===== config.mk =====
export PLATFORM = sky130hd
export DESIGN_NAME = alu32
export DESIGN_NICKNAME = d
export VERILOG_FILES = /design/src/rtl/alu32.sv
export SDC_FILE = /design/constraint.sdc
export NUM_CORES = 2
export LEC_CHECK = 0
export ABC_AREA = 1
export CORE_MARGIN = 10
export CORE_UTILIZATION = 70
export DETAILED_ROUTE_END_ITERATION = 6
export PLACE_DENSITY = 0.95
export SYNTH_ARGS = -nofsm -noshare
export SYNTH_HDL_FRONTEND = slang
export SYNTH_SLANG_ARGS = --single-unit

===== constraint.sdc =====
create_clock -name clk -period 22.6 [get_ports clk]
set_input_delay 4.52 -clock clk [delete_from_list [all_inputs] [get_ports clk]]
set_output_delay 4.52 -clock clk [all_outputs]
set_load 0.005 [all_outputs]

===== src/rtl/alu32.sv =====
// rtl/alu32.sv - 32-bit eight-function ALU with registered result and flags (optional c_out: ALU32_COUT_EN)
module alu32 (
  input  logic        clk,
  input  logic        reset,
  input  logic        s2,
  input  logic        s1,
  input  logic        s0,
  input  logic [31:0] a,
  input  logic [31:0] b,
`ifdef ALU32_COUT_EN
  output logic        c_out,
`endif
  output logic [31:0] r,
  output logic        zero,
  output logic        overflow
);

  localparam logic [2:0] OP_ADD  = 3'b000;
  localparam logic [2:0] OP_XOR  = 3'b001;
  localparam logic [2:0] OP_SUB  = 3'b010;
  localparam logic [2:0] OP_MULT = 3'b011;
  localparam logic [2:0] OP_SLT  = 3'b100;
  localparam logic [2:0] OP_NOR  = 3'b101;
  localparam logic [2:0] OP_AND  = 3'b110;
  localparam logic [2:0] OP_OR   = 3'b111;

  logic [2:0]         op;
  logic [31:0]        sum;
  logic [31:0]        dif;
  logic signed [63:0] prod;
  logic               slt;
  logic [31:0]        res;
  logic               ovf;

  assign op = {s2, s1, s0};

`ifdef ALU32_COUT_EN
  logic add_c;
  logic sub_c;
  logic cout;
  // Carry out is a no-borrow indication for SUB (a + ~b + 1).
  assign {add_c, sum} = {1'b0, a} + {1'b0, b};
  assign {sub_c, dif} = {1'b0, a} + {1'b0, ~b} + 33'd1;
`else
  assign sum = a + b;
  assign dif = a - b;
`endif

  // Full signed 64-bit product; low half is the result, high half feeds overflow.
  assign prod = $signed({{32{a[31]}}, a}) * $signed({{32{b[31]}}, b});

  // 33-bit compare so SLT stays correct when a-b would overflow.
  assign slt = $signed({a[31], a}) < $signed({b[31], b});

  // Select the function result and its signed-overflow flag.
  always_comb begin
    res = 32'h0;
    ovf = 1'b0;
    unique case (op)
      OP_ADD: begin
        res = sum;
        ovf = (a[31] == b[31]) && (sum[31] != a[31]);
      end
      OP_XOR:  res = a ^ b;
      OP_SUB: begin
        res = dif;
        ovf = (a[31] != b[31]) && (dif[31] != a[31]);
      end
      OP_MULT: begin
        res = prod[31:0];
        ovf = prod[63:32] != {32{prod[31]}};
      end
      OP_SLT:  res = {31'b0, slt};
      OP_NOR:  res = ~(a | b);
      OP_AND:  res = a & b;
      OP_OR:   res = a | b;
      default: begin
        res = 32'h0;
        ovf = 1'b0;
      end
    endcase
  end

`ifdef ALU32_COUT_EN
  // Carry is only meaningful for the adder paths.
  always_comb begin
    cout = 1'b0;
    if (op == OP_ADD)      cout = add_c;
    else if (op == OP_SUB) cout = sub_c;
  end

  // Register the carry alongside the result.
  always_ff @(posedge clk) begin
    if (reset) c_out <= 1'b0;
    else       c_out <= cout;
  end
`endif

  // Output register: one-cycle latency, reset discards any pending result.
  always_ff @(posedge clk) begin
    if (reset) begin
      r        <= 32'h0;
      zero     <= 1'b1;
      overflow <= 1'b0;
    end else begin
      r        <= res;
      zero     <= (res == 32'h0);
      overflow <= ovf;
    end
  end

endmodule


Figure 1. M3 wires.
(1.5 px per µm)
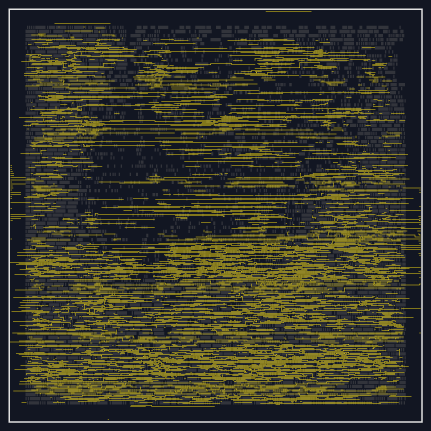
longest straight run	124 µm
wire length on this layer	29.9 mm
nets with wire on the layer	1111
share of all routed wire	16%
main direction	horizontal
routed vias: 43938
M3 GR Usage: 24.6%
wirelength, routed: 184 mm

Figure 2. Placement by cell class.
(1.5 px per µm)
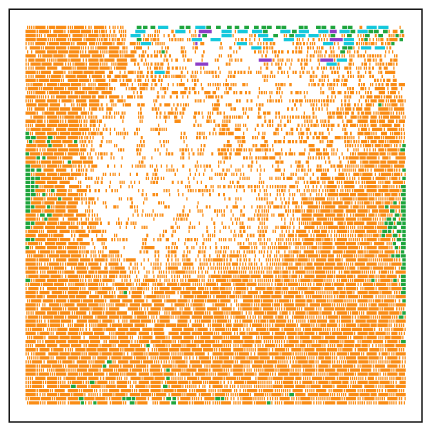
colour	class	cells	share of their area
green	remaining buffers and delay cells	174	3.4%
cyan	sequential cells	34	1.5%
orange	combinational and other logic	5856	95%
purple	clock drivers and dummy loads	8	0.32%
Core ar.: 0.0642 mm²
final core occ: 73.3%
final cell area excluding filler cells: 0.0471 mm²
num rows: 93
flop share of the area: 1.45%

Figure 3. Signal metal coverage by tile.
(1.5 px per µm) The die is cut into 27 by 27 equal tiles; dark purple is low, yellow is high, scaled to the fullest tile. Values are wire area over tile area, all layers added.
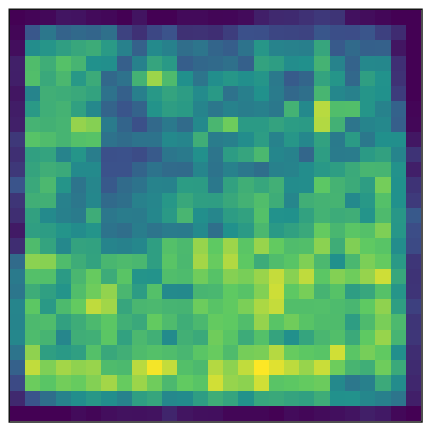
tiles over half the peak	56%
densest ninth of the die	bottom centre
fullest tile	0.93

==> flow_summary_export.csv <==
group,metric,value,unit
run_status,run_status,"finished with violations",
run_status,violations,"DRC",
drt,drt-met1-wl,56.6,mm
synth,synthTopLogicFamily,"adder cells",
critical_path,critical_path_arrival,14.37,ns
cts,post_cts_buffers,0,
critical_path,critical_path.startpoint,"a[31]",
placed_design,dpl.hpwl,145,mm
die,initCoreUtil,70.4,%
grt,grt_pass1_wl,282,mm
synth,adder_share,55.8,%
synth,async_reset_ff_share,0,%
critical_path,crit_end,"overflow",
final_timing,setup_ws,8.42,ns
cts,ctsResizeCount,0,
synth,compound_area_share,5.20,%
cts,h-tree-depth,2,
worst_hold_path,holdCritStartpoint,"reset",
placed_design,placed_cells,6919,
drt,firstDrtPassIters,7,
final_layout,layout.cells.most_common,"nand2_1",
drt,wl_met3,29.9,mm
final_layout,reg_top3,"r (32), overflow (1), zero (1)",
synth,syn-cell-area,0.0452,mm²
worst_hold_path,hold_depth,3,
synth,syn_inst,6132,
synth,top_cell,"nand2_1",
grt,grt_pass1_vias,48617,
critical_path,path_max_fanout,37,
synth,synth_area_leader_cell,"fa_1",
synth,ys_ff,34,
final_timing,setup_violations,0,
worst_hold_path,min_path_type,"in -> reg",
drt,drc,34,
